$ cat src/rtl/cpu_pkg.sv
`default_nettype none
// ============================================================================
//  Module      : cpu_pkg
//  Description : Shared encodings for the PC / instruction-register unit:
//                next-PC select codes, the halt instruction loaded on a
//                fetch timeout, the default timeout and the fetch FSM states.
//  Revision    : 1.0 - initial release
// ============================================================================
package cpu_pkg;

    // Next-PC source select
    typedef enum logic [1:0] {
        PCSRC_SEQ    = 2'b00,   // PC + 4
        PCSRC_BRANCH = 2'b01,   // PC + 4 + (sext(imm16) << 2)
        PCSRC_JR     = 2'b10,   // register jump
        PCSRC_JABS   = 2'b11    // absolute jump within the current 256 MB region
    } pcsrc_e;

    // Instruction substituted when a fetch times out (opcode 6'b111111)
    localparam logic [31:0] HALT_INSTR = 32'hFC00_0000;

    // Default number of WAIT cycles tolerated before a fetch is aborted
    localparam int TIMEOUT_DEFAULT = 15;

    // Fetch FSM states
    typedef enum logic [0:0] {
        ST_IDLE = 1'b0,
        ST_WAIT = 1'b1
    } fetch_state_e;

endpackage : cpu_pkg
`default_nettype wire

$ cat src/rtl/pc_next_mux.sv
`default_nettype none
// ============================================================================
//  Module      : pc_next_mux
//  Description : Combinational next-PC selection (sequential, branch,
//                register jump, absolute jump). All arithmetic wraps mod 2^32.
//  Revision    : 1.0 - initial release
// ============================================================================
module pc_next_mux
    import cpu_pkg::*;
(
    input  logic [31:0] pc_i,
    input  logic [1:0]  pcsrc_i,
    input  logic [15:0] imm16_i,
    input  logic [25:0] addr26_i,
    input  logic [31:0] jr_addr_i,
    output logic [31:0] pc_next_o
);

    logic [31:0] w_pc4;
    logic [31:0] w_branch_off;

    assign w_pc4        = pc_i + 32'd4;
    assign w_branch_off = {{14{imm16_i[15]}}, imm16_i, 2'b00};

    // Select the next PC; the low two bits of a register target are cleared
    // so the PC always stays word aligned.
    always_comb begin
        pc_next_o = w_pc4;
        case (pcsrc_e'(pcsrc_i))
            PCSRC_SEQ:    pc_next_o = w_pc4;
            PCSRC_BRANCH: pc_next_o = w_pc4 + w_branch_off;
            PCSRC_JR:     pc_next_o = jr_addr_i & 32'hFFFF_FFFC;
            PCSRC_JABS:   pc_next_o = {w_pc4[31:28], addr26_i, 2'b00};
            default:      pc_next_o = w_pc4;
        endcase
    end

endmodule : pc_next_mux
`default_nettype wire

$ cat src/rtl/pc_ir_unit.sv
`default_nettype none
// ============================================================================
//  Module      : pc_ir_unit
//  Description : Program counter and instruction register with a two-state
//                fetch FSM talking to a handshaked instruction memory.
//                A fetch that sees no ack within TIMEOUT+1 wait cycles loads
//                the halt instruction and raises a sticky error.
//  Revision    : 1.0 - initial release
// ============================================================================
module pc_ir_unit
    import cpu_pkg::*;
#(
    parameter int TIMEOUT = TIMEOUT_DEFAULT
) (
    input  logic        CLK,
    input  logic        Reset,
    input  logic        PCWre,
    input  logic        IRWre,
    input  logic        InsMemRW,
    input  logic [1:0]  PCSrc,
    input  logic [31:0] jr_addr,
    output logic [31:0] imem_addr,
    output logic        imem_req,
    input  logic        imem_ack,
    input  logic [31:0] imem_rdata,
    output logic [31:0] PC,
    output logic [5:0]  Opcode,
    output logic [4:0]  rs,
    output logic [4:0]  rt,
    output logic [4:0]  rd,
    output logic [4:0]  sa,
    output logic [15:0] imm16,
    output logic [25:0] addr26,
    output logic        busy,
    output logic        ir_valid,
    output logic        fetch_err,
    output logic        pc_wre_lost
);

    localparam int            CW        = (TIMEOUT < 1) ? 1 : $clog2(TIMEOUT + 1);
    localparam logic [CW-1:0] C_TIMEOUT = CW'(TIMEOUT);

    fetch_state_e  state_q, state_d;
    logic [31:0]   pc_q, pc_d;
    logic [31:0]   ir_q, ir_d;
    logic [31:0]   addr_q, addr_d;
    logic [CW-1:0] cnt_q, cnt_d;
    logic          ir_valid_q, ir_valid_d;
    logic          fetch_err_q, fetch_err_d;
    logic          lost_q, lost_d;

    logic          w_launch;
    logic          w_ack;
    logic          w_timeout;
    logic [31:0]   w_pc_next;

    pc_next_mux u_pc_next_mux (
        .pc_i      (pc_q),
        .pcsrc_i   (PCSrc),
        .imm16_i   (ir_q[15:0]),
        .addr26_i  (ir_q[25:0]),
        .jr_addr_i (jr_addr),
        .pc_next_o (w_pc_next)
    );

    // FSM state register
    always_ff @(posedge CLK) begin
        if (Reset) begin
            state_q <= ST_IDLE;
        end else begin
            state_q <= state_d;
        end
    end

    // FSM next state: launch from IDLE, finish in WAIT on ack or timeout.
    // Ack is tested first so an ack on the timeout cycle wins.
    always_comb begin
        state_d   = state_q;
        w_launch  = 1'b0;
        w_ack     = 1'b0;
        w_timeout = 1'b0;
        case (state_q)
            ST_IDLE: begin
                if (IRWre && InsMemRW) begin
                    w_launch = 1'b1;
                    state_d  = ST_WAIT;
                end
            end
            ST_WAIT: begin
                if (imem_ack) begin
                    w_ack   = 1'b1;
                    state_d = ST_IDLE;
                end else if (cnt_q == C_TIMEOUT) begin
                    w_timeout = 1'b1;
                    state_d   = ST_IDLE;
                end
            end
            default: state_d = ST_IDLE;
        endcase
    end

    // FSM outputs: a request is outstanding exactly while in WAIT
    always_comb begin
        imem_req = (state_q == ST_WAIT);
        busy     = (state_q == ST_WAIT);
    end

    // Datapath next values. The fetch address is latched at launch so a PC
    // write in the same cycle does not disturb the outstanding request.
    always_comb begin
        pc_d        = pc_q;
        ir_d        = ir_q;
        addr_d      = addr_q;
        cnt_d       = '0;
        ir_valid_d  = w_ack | w_timeout;
        fetch_err_d = fetch_err_q;
        lost_d      = lost_q;

        if (PCWre) begin
            if (state_q == ST_IDLE) begin
                pc_d = w_pc_next;
            end else begin
                lost_d = 1'b1;
            end
        end

        if (w_launch) begin
            addr_d = pc_q;
        end

        if ((state_q == ST_WAIT) && !w_ack && !w_timeout) begin
            cnt_d = cnt_q + CW'(1);
        end

        if (w_ack) begin
            ir_d = imem_rdata;
        end else if (w_timeout) begin
            ir_d        = HALT_INSTR;
            fetch_err_d = 1'b1;
        end
    end

    // Datapath registers
    always_ff @(posedge CLK) begin
        if (Reset) begin
            pc_q        <= '0;
            ir_q        <= '0;
            addr_q      <= '0;
            cnt_q       <= '0;
            ir_valid_q  <= 1'b0;
            fetch_err_q <= 1'b0;
            lost_q      <= 1'b0;
        end else begin
            pc_q        <= pc_d;
            ir_q        <= ir_d;
            addr_q      <= addr_d;
            cnt_q       <= cnt_d;
            ir_valid_q  <= ir_valid_d;
            fetch_err_q <= fetch_err_d;
            lost_q      <= lost_d;
        end
    end

    assign PC          = pc_q;
    assign imem_addr   = addr_q;
    assign ir_valid    = ir_valid_q;
    assign fetch_err   = fetch_err_q;
    assign pc_wre_lost = lost_q;

    assign Opcode = ir_q[31:26];
    assign rs     = ir_q[25:21];
    assign rt     = ir_q[20:16];
    assign rd     = ir_q[15:11];
    assign sa     = ir_q[10:6];
    assign imm16  = ir_q[15:0];
    assign addr26 = ir_q[25:0];

endmodule : pc_ir_unit
`default_nettype wire

$ cat config.mk
export PLATFORM = sky130hd
export DESIGN_NAME = pc_ir_unit
export DESIGN_NICKNAME = d
export VERILOG_FILES = /design/src/rtl/cpu_pkg.sv /design/src/rtl/pc_next_mux.sv /design/src/rtl/pc_ir_unit.sv
export SDC_FILE = /design/constraint.sdc
export NUM_CORES = 1
export LEC_CHECK = 0
export ABC_AREA = 1
export CORE_MARGIN = 2
export CORE_UTILIZATION = 45
export DETAILED_ROUTE_END_ITERATION = 6
export PLACE_DENSITY = 0.76
export SYNTH_ARGS = -nofsm -noshare
export SYNTH_HDL_FRONTEND = slang
export SYNTH_SLANG_ARGS = --single-unit
$ cat constraint.sdc
create_clock -name CLK -period 3.2 [get_ports CLK]
set_input_delay 0.32 -clock CLK [delete_from_list [all_inputs] [get_ports CLK]]
set_output_delay 0.32 -clock CLK [all_outputs]
set_load 0.02 [all_outputs]
run_1/wires.png
Only two layers are drawn.
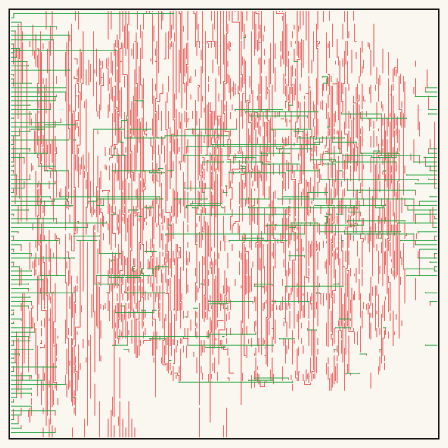
- metal 3: green (wire length 2,280 um)
- metal 2: red (wire length 12,400 um)

run_1/clocks.png
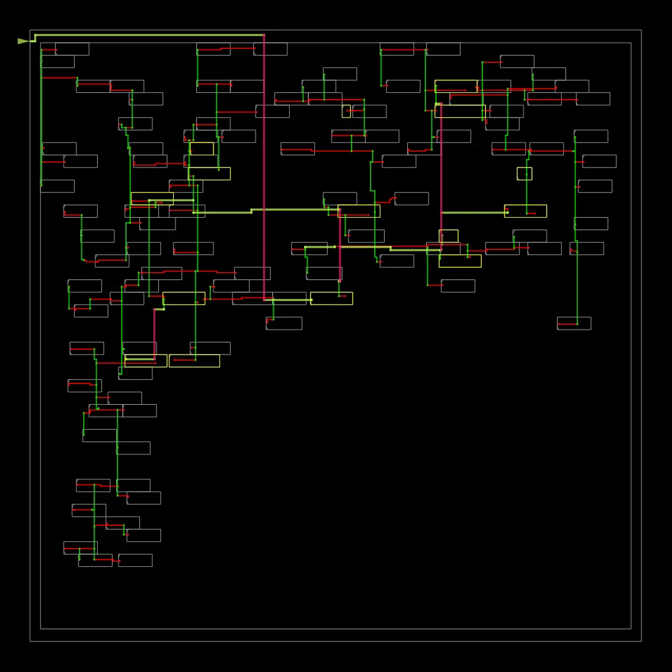
skew final: 0.00821 ns
clkbuf count: 10
CTS buffer count: 9
Seq cells: 100
# clock sinks: 100

run_1/detail.png
The bar under the picture is 10 um long. Region (52, 52) to (82, 82) um. Cells in grey, sequential cells in the stronger grey; small squares are vias.
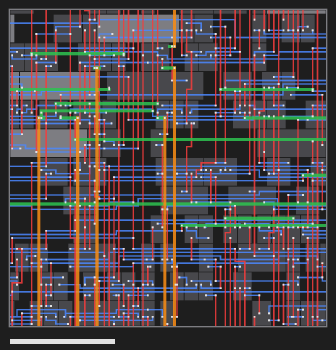
- metal 1: blue
- metal 4: orange
- metal 3: green
- metal 2: red
- sequential cells in the window: 3
- cells with their middle in the window: 87
- most frequent: nand2_1 (31), inv_1 (13), nor2_1 (7)
- netlist names of flops here include: `PC` (3)

run_1/layer_met1.png
Supply wires on this layer in grey.
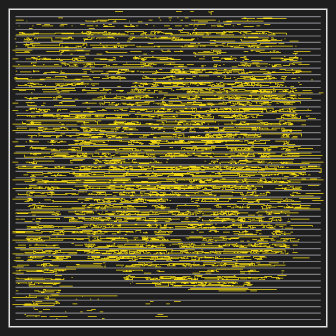
- share of all routed wire: 41%
- nets with wire on the layer: 1,376
- main direction: horizontal
- wire length on this layer: 11,000 um
- longest straight run: 51.1 um
vias post-DR: 8,652
total wire length: 26,700 um
met1 Use GR: 36.6%

==> notes.md, run 1 <==
fresh numbers from the pnr run: Area leader share 26.6%, Max power group registers, fmax 0.335 GHz, register share of the cell area 19.8%, Post-Place Cells 1,625, Post-synth EDFFs 0, minimum clock period 2.99 ns, Avg Cell Area, Syn 6.09 um2, critical path peak fanout 5, fraction of final layout cells sized beyond drive strength 1 9.85%, fin util 62.3%, Hold Fails Final Rpt 0, grt peak-use layer met2, outcome finished, final reports clean, top layer in use met4, IO Pins 209, min-delay worst type flop to flop, min-delay src cnt_q[0]$_SDFF_PP0_, Hold Worst Slack 0.454 ns, crit-path most repeated cell nand2_1, NetSw 1.01 mW, via count of the first global-routing pass 8,140, worst-path cell chain nand2_2 > nor3_4 > nand2_2 > nor2_4 > nand3_4 > xor2_4 > inv_1 > ha_1 > nand2_1 > nor2_2 > nand2_1 > nor2_1 > nand2_1 > nand3_1 > nand2_1 > nand3_1 > nand2_1 > nand2_1 > a21oi_1, FP Rows 47, leading area contributor after synthesis dfxtp_1, Pwr Density 329 nW/um2, TritonCTS clock tree built, largest net degree at the start of global routing 60, FILL cells 1,559, Logic inverters 158, number of port buffers 202, Ys Warns 0, Layout Nets 1,527, final period utilization 93.4%, maxcap violations 0, DP Area 9700 um2, Non-clock buffers 246, grt total ovfl 0, Post-CTS Hold Fix Bufs 0, Cell Count, Final, Fillers Out 1,641, most frequent cells in the layout nand2_1, clkdlybuf4s50_1, inv_1, Adder Area Share 6.41%, CP Depth 19, Starting DRT DRC Count 771, ANT cells 0, Simple-Gate Fraction of Synth Area 35.0%, register area share after synthesis 26.6%, Slowest cell on crit path dfxtp_4, DRT Pass-1 Iters 6, Comb group 798 uW, Bufs and invs on worst path 1, Top reg by flops ir_q, Arr. time, crit path 3.19 ns, Clock power frac 35.6%, unrepaired setup endpoints after global routing yes, Gate Area 4690 um2, wire length per cell 16.3 um, Finished Cell Area 10,300 um2, Seq group 1.37 mW, Mux cell area share 0%, distinct lib cells 44, reg2reg path depth 19, Max clock buf depth 2, clock group total power 1.20 mW, metal3 WL 2280 um, CP startpoint PC[5]$_SDFFE_PP0P_, # Cells Yosys 1,236, Async SR Flop Fraction 0%, final setup fails 0, P_leak 4.53 nW, clk_lat worst skew 0.35 ns
run_1/layer_met4.png
Supply wires on this layer in grey.
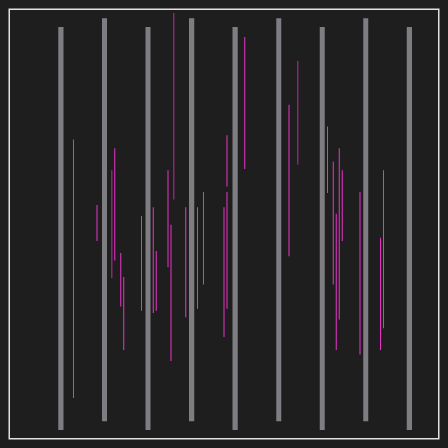

==> run 2: changes to the inputs <==
--- a/config.mk
+++ b/config.mk
@@ -9,7 +9,7 @@
 export CORE_MARGIN = 2
 export CORE_UTILIZATION = 45
 export DETAILED_ROUTE_END_ITERATION = 6
-export PLACE_DENSITY = 0.76
+export PLACE_DENSITY = 0.79
 export SYNTH_ARGS = -nofsm -noshare
 export SYNTH_HDL_FRONTEND = slang
 export SYNTH_SLANG_ARGS = --single-unit
==> constraint.sdc (replaced) <==
create_clock -name CLK -period 2.5 [get_ports CLK]
set_input_delay 0.25 -clock CLK [delete_from_list [all_inputs] [get_ports CLK]]
set_output_delay 0.25 -clock CLK [all_outputs]
set_load 0.02 [all_outputs]
run_2/layer_met4.png
Supply wires on this layer in grey.
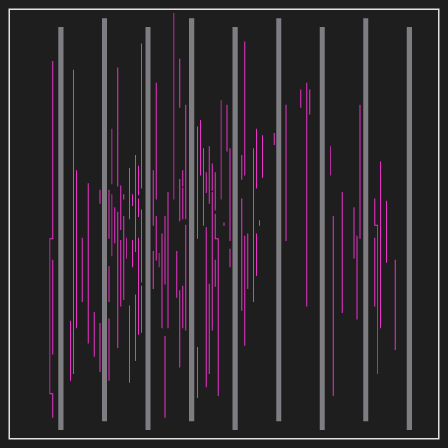
- longest straight run: 94.5 um
- nets with wire on the layer: 86
- wire length on this layer: 2,410 um
- main direction: vertical
- share of all routed wire: 6.9%

run_2/layer_met1.png
Supply wires on this layer in grey.
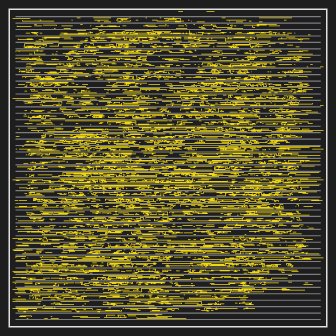
- nets with wire on the layer: 1,523
- share of all routed wire: 36%
- wire length on this layer: 12,500 um
- main direction: horizontal
- longest straight run: 41.4 um

run_2/wires.png
Only two layers are drawn.
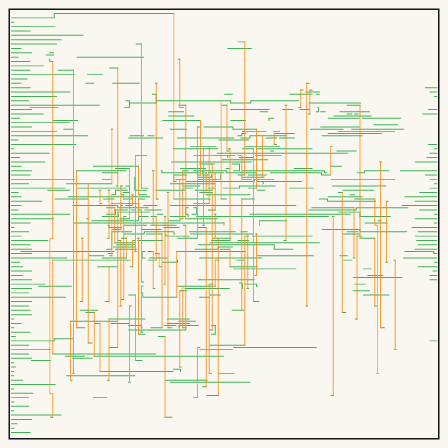
- metal 3: green (wire length 3,500 um)
- metal 4: orange (wire length 2,410 um)
vias post-DR: 10.2k
total wire length: 34,700 um

==> run 2 against run 1 <==
  * The run now ends with design-rule violations, negative setup slack left
  * Clock skew is 0.0029 ns higher
  * Clock power up 23%
  * Flip-flop count did not move
  * Critical endpoint is now PC[31]$_SDFFE_PP0P_
  * Highest routed layer is now met5
==> notes.md, run 2 <==
fresh numbers from the pnr run: Adder Area Share 6.41%, Post-Place Cells 1,756, met1 Use GR 41.0%, Max power group registers, ANT cells 0, Compound Share, Synth 15.4%, NetSw 1.58 mW, # clock sinks 100, register share of the cell area 15.8%, Avg Cell Area, Syn 6.09 um2, Signal buf overhead 27.9%, fmax 0.340 GHz, IO Pins 209, TritonCTS clock tree built, Simple-Gate Fraction of Synth Area 35.0%, worst-path cell chain nand2_1 > inv_1 > nand3_1 > nor3_4 > buf_4 > buf_4 > nand3_1 > nand2_2 > inv_1 > ha_1 > a21o_1 > nor2_2 > nand2_2 > inv_2 > nand2_2 > a21oi_2 > nand2_1 > nand3_1 > nand2_1 > nand2_1 > a21oi_2, DPL Wire Length 23,100 um, Async SR Flop Fraction 0%, Mux cell area share 0%, register area share after synthesis 26.6%, min-delay src Reset, Hold Fails Final Rpt 0, most frequent cells in the layout nand2_1, clkdlybuf4s50_1, buf_4, Slowest cell on crit path dfxtp_2, final setup fails 24, grt peak-use layer met2, P_leak 5.89 nW, Bufs and invs on worst path 5, Synth logic family simple AND/OR/NAND/NOR gates, top layer in use met5, Pwr Density 356 nW/um2, unrepaired setup endpoints after global routing yes, clock group total power 1.47 mW, FP Rows 47, violated checks design-rule violations, negative setup slack, CTS buffer count 9, reg2reg path depth 21, Finished Cell Area 12,900 um2, largest net degree at the start of global routing 60, FILL cells 1,163, Clock power frac 32.0%, # Cells Yosys 1,236, Post-synth EDFFs 0, crit-path most repeated cell nand2_1, Residual DRC 42, CP startpoint PC[11]$_SDFFE_PP0P_, DRT Pass-1 Iters 7, number of port buffers 202, clk_lat worst skew 0.36 ns, Seq cells 100, Seq group 1.75 mW, Clock transition at path regs 0.09 ns, min-delay worst type input pin to flop, minimum clock period 2.94 ns, skew final 0.0111 ns, Cell Count, Final, Fillers Out 1,798, fin util 78.5%, critical path peak fanout 4, wire length on met2 16,200 um, Max clock buf depth 2, Ys Warns 0, final period utilization 118%, DP Area 10,800 um2, via count of the first global-routing pass 9,680, Top reg by flops ir_q, fraction of final layout cells sized beyond drive strength 1 35.0%, Logic inverters 158, CP Depth 21, grt total ovfl 0, Post-CTS Hold Fix Bufs 0, distinct lib cells 44, Comb group 1.38 mW, outcome complete, but fails checks, clkbuf count 9, met2 Usage GRT 59.4%, setup slack after layout -0.445 ns, metal3 WL 3500 um, Area leader share 26.6%, Hold Worst Slack 0.283 ns, Non-clock buffers 402, leading area contributor after synthesis dfxtp_1, wire length per cell 19.3 um, Starting DRT DRC Count 1,038, maxcap violations 0, Arr. time, crit path 3.17 ns
Power is estimated from default activity; no workload was simulated.
